==> run_1/detail.png <==
Window x 70 to 110, y 106 to 146 um. Cells in grey, sequential cells in the stronger grey; small squares are vias.
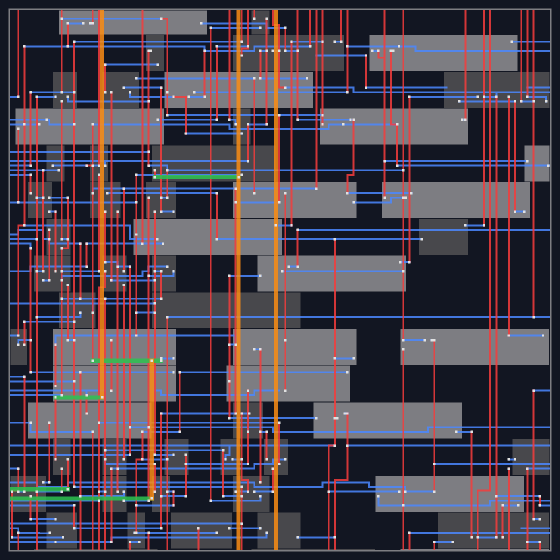
==> run_1/layer_met2.png <==
(1.5 px per um) Cells faint in the background.
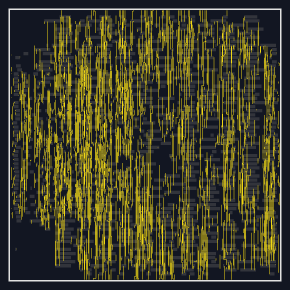
==> run_1/congestion.png <==
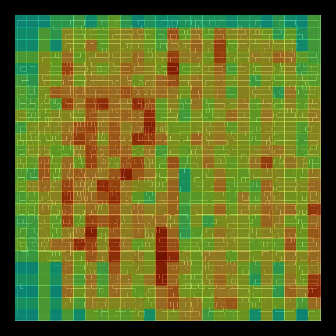
<file path="config.mk">
export PLATFORM = sky130hd
export DESIGN_NAME = fetch_unit
export DESIGN_NICKNAME = d
export VERILOG_FILES = /design/src/rtl/fetch_unit.sv
export SDC_FILE = /design/constraint.sdc
export NUM_CORES = 1
export LEC_CHECK = 0
export CELL_PAD_IN_SITES_DETAIL_PLACEMENT = 2
export CELL_PAD_IN_SITES_GLOBAL_PLACEMENT = 2
export CORE_UTILIZATION = 38
export DETAILED_ROUTE_END_ITERATION = 6
export PLACE_DENSITY = 0.85
export SYNTH_ARGS = -nofsm -noshare
export SYNTH_HDL_FRONTEND = slang
export SYNTH_SLANG_ARGS = --single-unit
</file>
<file path="constraint.sdc">
create_clock -name clk -period 4.9 [get_ports clk]
set_input_delay 1.225 -clock clk [delete_from_list [all_inputs] [get_ports clk]]
set_output_delay 1.225 -clock clk [all_outputs]
set_load 0.02 [all_outputs]
</file>
<file path="src/rtl/fetch_unit.sv">
// Instruction fetch unit: presents a word-aligned PC to memory, queues {pc, data} responses whose address matches.
// Accept-to-head latency is 1 cycle. The unit stalls with the address held while the queue is full; redirect flushes the queue.
module fetch_unit #(
    parameter logic [31:0] RESET_PC = 32'h0000_0000,
    parameter int          DEPTH    = 4
) (
    input  logic                     clk,
    input  logic                     rst,
    output logic [31:0]              addr,
    input  logic [31:0]              din,
    input  logic [31:0]              addrIn,
    input  logic                     readValid,
    input  logic                     memReady,
    input  logic                     redirect,
    input  logic [31:0]              redirectPc,
    output logic                     instValid,
    output logic [31:0]              instData,
    output logic [31:0]              instPc,
    input  logic                     instReady,
    output logic [$clog2(DEPTH):0]   qCount
);
    localparam int PW = $clog2(DEPTH);
    localparam logic [31:0] RESET_PC_A = {RESET_PC[31:2], 2'b00};
    localparam logic [PW:0] LAST_SLOT  = (PW+1)'(DEPTH - 1);

    typedef enum logic {FETCH, STALL} state_t;

    state_t         state;
    logic [31:0]    pc;
    logic [PW-1:0]  rd_ptr;
    logic [PW-1:0]  wr_ptr;
    logic [PW:0]    count;
    logic [31:0]    pc_mem  [DEPTH];
    logic [31:0]    dat_mem [DEPTH];

    logic accept;
    logic full;
    logic push;
    logic pop;

    // DEPTH is a power of two, so the count MSB alone marks a full queue.
    assign full   = count[PW];
    assign accept = (state == FETCH) && memReady && readValid &&
                    (addrIn == {pc[31:2], 2'b00}) && !redirect;
    assign push   = accept && !full;
    assign pop    = (count != '0) && instReady && !redirect;

    always_ff @(posedge clk or posedge rst) begin
        if (rst) begin
            state  <= FETCH;
            pc     <= RESET_PC_A;
            rd_ptr <= '0;
            wr_ptr <= '0;
            count  <= '0;
        end else if (redirect) begin
            state  <= FETCH;
            pc     <= redirectPc & 32'hFFFF_FFFC;
            rd_ptr <= '0;
            wr_ptr <= '0;
            count  <= '0;
        end else begin
            if (push) begin
                pc     <= pc + 32'd4;
                wr_ptr <= wr_ptr + 1'b1;
            end
            if (pop) begin
                rd_ptr <= rd_ptr + 1'b1;
            end
            case ({push, pop})
                2'b10:   count <= count + 1'b1;
                2'b01:   count <= count - 1'b1;
                default: count <= count;
            endcase
            if (push && !pop && (count == LAST_SLOT)) begin
                state <= STALL;
            end else if (pop) begin
                state <= FETCH;
            end
        end
    end

    // Storage is deliberately left unreset; outputs below are qualified by instValid.
    always_ff @(posedge clk) begin
        if (push) begin
            pc_mem[wr_ptr]  <= pc;
            dat_mem[wr_ptr] <= din;
        end
    end

    assign addr      = pc;
    assign instValid = (count != '0);
    assign instData  = instValid ? dat_mem[rd_ptr] : 32'h0;
    assign instPc    = instValid ? pc_mem[rd_ptr]  : 32'h0;
    assign qCount    = count;
endmodule

</file>
==> impl_metrics.ini, run 1 <==
; generated from flow reports
[worst_setup_path]
ff2ff_path_depth = 9
ff2ff_setup_slack_ps = 1510
critical_path.endpoint_type = output pin
cp.depth = 4
cp-start-kind = flip-flop

[placed_design]
dpl.hpwl_mm = 23.6
preCtsSetupSlack_ps = 420
post_dp_cell_area_mm2 = 0.0147
place.gp.congestion = 0.751

[global_route]
antenna_found_initial = 4

[layout]
lay_top_count = edfxtp_1
area_growth_pct = 30.3
largestClassByArea = sequential cells
comb_area_mm2 = 0.00344
flops = 286
fin_util = 0.508
instances_no_fill = 1361
seq_area_frac = 0.536
largest-register = dat_mem

[floorplan]
core_region_area_mm2 = 0.0309
fp-utilization = 0.390
die_area_mm2 = 0.0324

[pwr]
powerClk_w = 0.00236
p_leak_nw = 5.19
pwr-share-seq = 0.512
ir_drop_uv = 229
p_int_w = 0.00426

[clocking]
cts_resized = 0
clk_latency_ps = 530
cts-root-buf = clkbuf_16
numCtsBuffers = 30
clk_path_buf_depth = 3
clk_pin_slew_ps = 60
post_cts_buffers = 0

[synth]
synthAdderAreaFrac = 0.00686
yosysSeqAreaShare = 0.697
ys_sh_mux = 0.121
ys_warn_count = 0
flop_cell = edfxtp_1

[route]
avgRoutedWirePerCell_um = 26.1
dr.pass1.iters = 4
drc_errors = 0

[job]
maxCapViolCount = 0

[outcome]
status = completed

[sta]
finalCritPeriodShare = 0.870
hold_ws_ps = 621
tightest_slew_ps = 1040
final-hold-violation-count = 0
## Picture notes: detail.png
[metal 1] blue
[metal 3] green
[metal 2] red
[metal 4] orange
cells with their middle in the window: 53
netlist names of flops here include: pc_mem (11), addr (5)
sequential cells in the window: 17
most frequent: edfxtp_1 (11), dfrtp_1 (6)

## Picture notes: layer_met2.png
longest straight run: 73.6 um
nets with wire on the layer: 967
share of all routed wire: 51%
wire length on this layer: 18200 um
main direction: vertical

## Picture notes: congestion.png
GRT met1 Usage: 0.291
GR Layer Usage met3: 0.0356

==> run 1 -> run 2 <==
--- a/config.mk
+++ b/config.mk
@@ -7,8 +7,10 @@
 export LEC_CHECK = 0
 export CELL_PAD_IN_SITES_DETAIL_PLACEMENT = 2
 export CELL_PAD_IN_SITES_GLOBAL_PLACEMENT = 2
+export CORE_MARGIN = 1.5
 export CORE_UTILIZATION = 38
 export DETAILED_ROUTE_END_ITERATION = 6
+export HOLD_SLACK_MARGIN = 0.05
 export PLACE_DENSITY = 0.85
 export SYNTH_ARGS = -nofsm -noshare
 export SYNTH_HDL_FRONTEND = slang
==> impl_metrics.ini, run 2 <==
; generated from flow reports
[outcome]
status = completed

[clocking]
clk_latency_ps = 540
post_cts_buffers = 0
cts_resized = 0
cts-root-buf = clkbuf_16

[global_route]
antenna_found_initial = 0
met1_usage = 0.284

[pwr]
pwr-share-seq = 0.534
powerClk_w = 0.00212
p_int_w = 0.00403
p_leak_nw = 5.10

[placed_design]
place.gp.congestion = 0.777
post_dp_cell_area_mm2 = 0.0146

[synth]
yosysSeqAreaShare = 0.697
ys_sh_mux = 0.121
ys_warn_count = 0

[floorplan]
core_region_area_mm2 = 0.0314
die_area_mm2 = 0.0328

[sta]
final-hold-violation-count = 0
tightest_slew_ps = 1090
finalCritPeriodShare = 0.879

[worst_setup_path]
ff2ff_path_depth = 10
ff2ff_setup_slack_ps = 1540
cp-start-kind = flip-flop
critical_path.endpoint_type = output pin
cp.depth = 4

[layout]
area_growth_pct = 28.6
largest-register = dat_mem
flops = 286
instances_no_fill = 1359
comb_area_mm2 = 0.00344

[route]
dr.pass1.iters = 5
drc_errors = 0
avgRoutedWirePerCell_um = 25.0

[job]
maxCapViolCount = 0
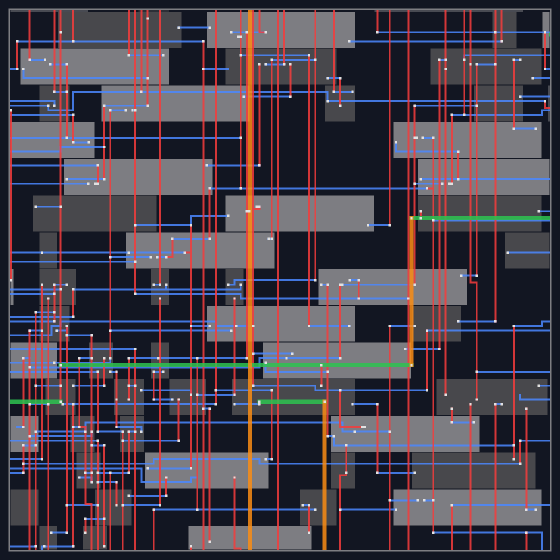
(run_2/detail.png)
Window x 71 to 111, y 107 to 147 um. Cells in grey, sequential cells in the stronger grey; small squares are vias.
[metal 1] blue
[metal 2] red
[metal 3] green
[metal 4] orange
most frequent: edfxtp_1 (14), clkbuf_16 (5)
sequential cells in the window: 16
cells with their middle in the window: 48
netlist names of flops here include: pc_mem (14), addr (2)

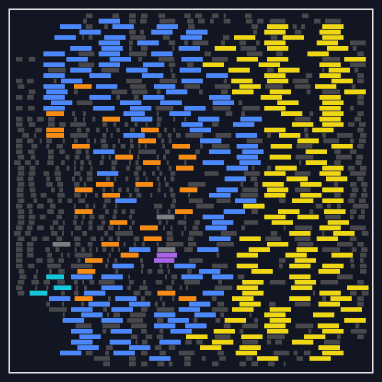
(run_2/flops_by_reg.png)
(2 px per um) Other sequential cells in the stronger grey, the rest of the logic in the fainter grey.
[pc_mem] blue | flops: 120
[dat_mem] yellow | flops: 128
[rd_ptr] purple | flops: 2
[addr] orange | flops: 30
[qCount] cyan | flops: 3
Core Util, Final: 0.493
sequential cell area share: 0.543

==> run 2 -> run 3 <==
--- a/config.mk
+++ b/config.mk
@@ -12,6 +12,7 @@
 export DETAILED_ROUTE_END_ITERATION = 6
 export HOLD_SLACK_MARGIN = 0.05
 export PLACE_DENSITY = 0.85
+export SETUP_SLACK_MARGIN = 0.05
 export SYNTH_ARGS = -nofsm -noshare
 export SYNTH_HDL_FRONTEND = slang
 export SYNTH_SLANG_ARGS = --single-unit
==> impl_metrics.ini, run 3 <==
; generated from flow reports
[sta]
final-hold-violation-count = 0
finalCritPeriodShare = 0.879
tightest_slew_ps = 1090

[synth]
ys_warn_count = 0
yosysSeqAreaShare = 0.697
ys_sh_mux = 0.121

[layout]
area_growth_pct = 28.6
largest-register = dat_mem
comb_area_mm2 = 0.00344
instances_no_fill = 1359
flops = 286
seq_area_frac = 0.543
fin_util = 0.493

[worst_setup_path]
critical_path.endpoint_type = output pin
ff2ff_path_depth = 10
cp-start-kind = flip-flop
ff2ff_setup_slack_ps = 1540
cp.depth = 4

[pwr]
pwr-share-seq = 0.534
p_int_w = 0.00403
powerClk_w = 0.00212
p_leak_nw = 5.10

[route]
drc_errors = 0
avgRoutedWirePerCell_um = 25.0

[floorplan]
die_area_mm2 = 0.0328
core_region_area_mm2 = 0.0314

[clocking]
cts-root-buf = clkbuf_16
clk_latency_ps = 540
post_cts_buffers = 0
cts_resized = 0

[placed_design]
post_dp_cell_area_mm2 = 0.0146

[outcome]
status = completed

[global_route]
antenna_found_initial = 0
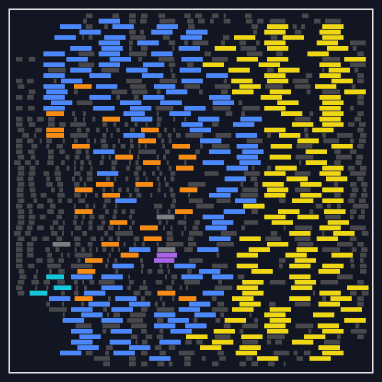
(run_3/flops_by_reg.png)
(2 px per um) Other sequential cells in the stronger grey, the rest of the logic in the fainter grey.
[pc_mem] blue | flops: 120
[rd_ptr] purple | flops: 2
[dat_mem] yellow | flops: 128
[addr] orange | flops: 30
[qCount] cyan | flops: 3
not coloured: 3

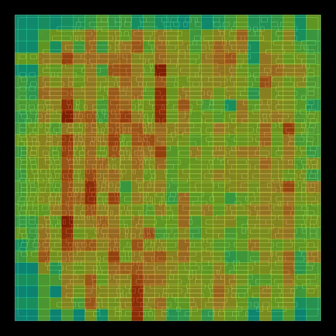
(run_3/congestion.png)
GR peak layer: met2
GRT met1 Usage: 0.284
GR Layer Usage met3: 0.0333

Power figures rest on the tool's default switching activity, not on a simulated workload.
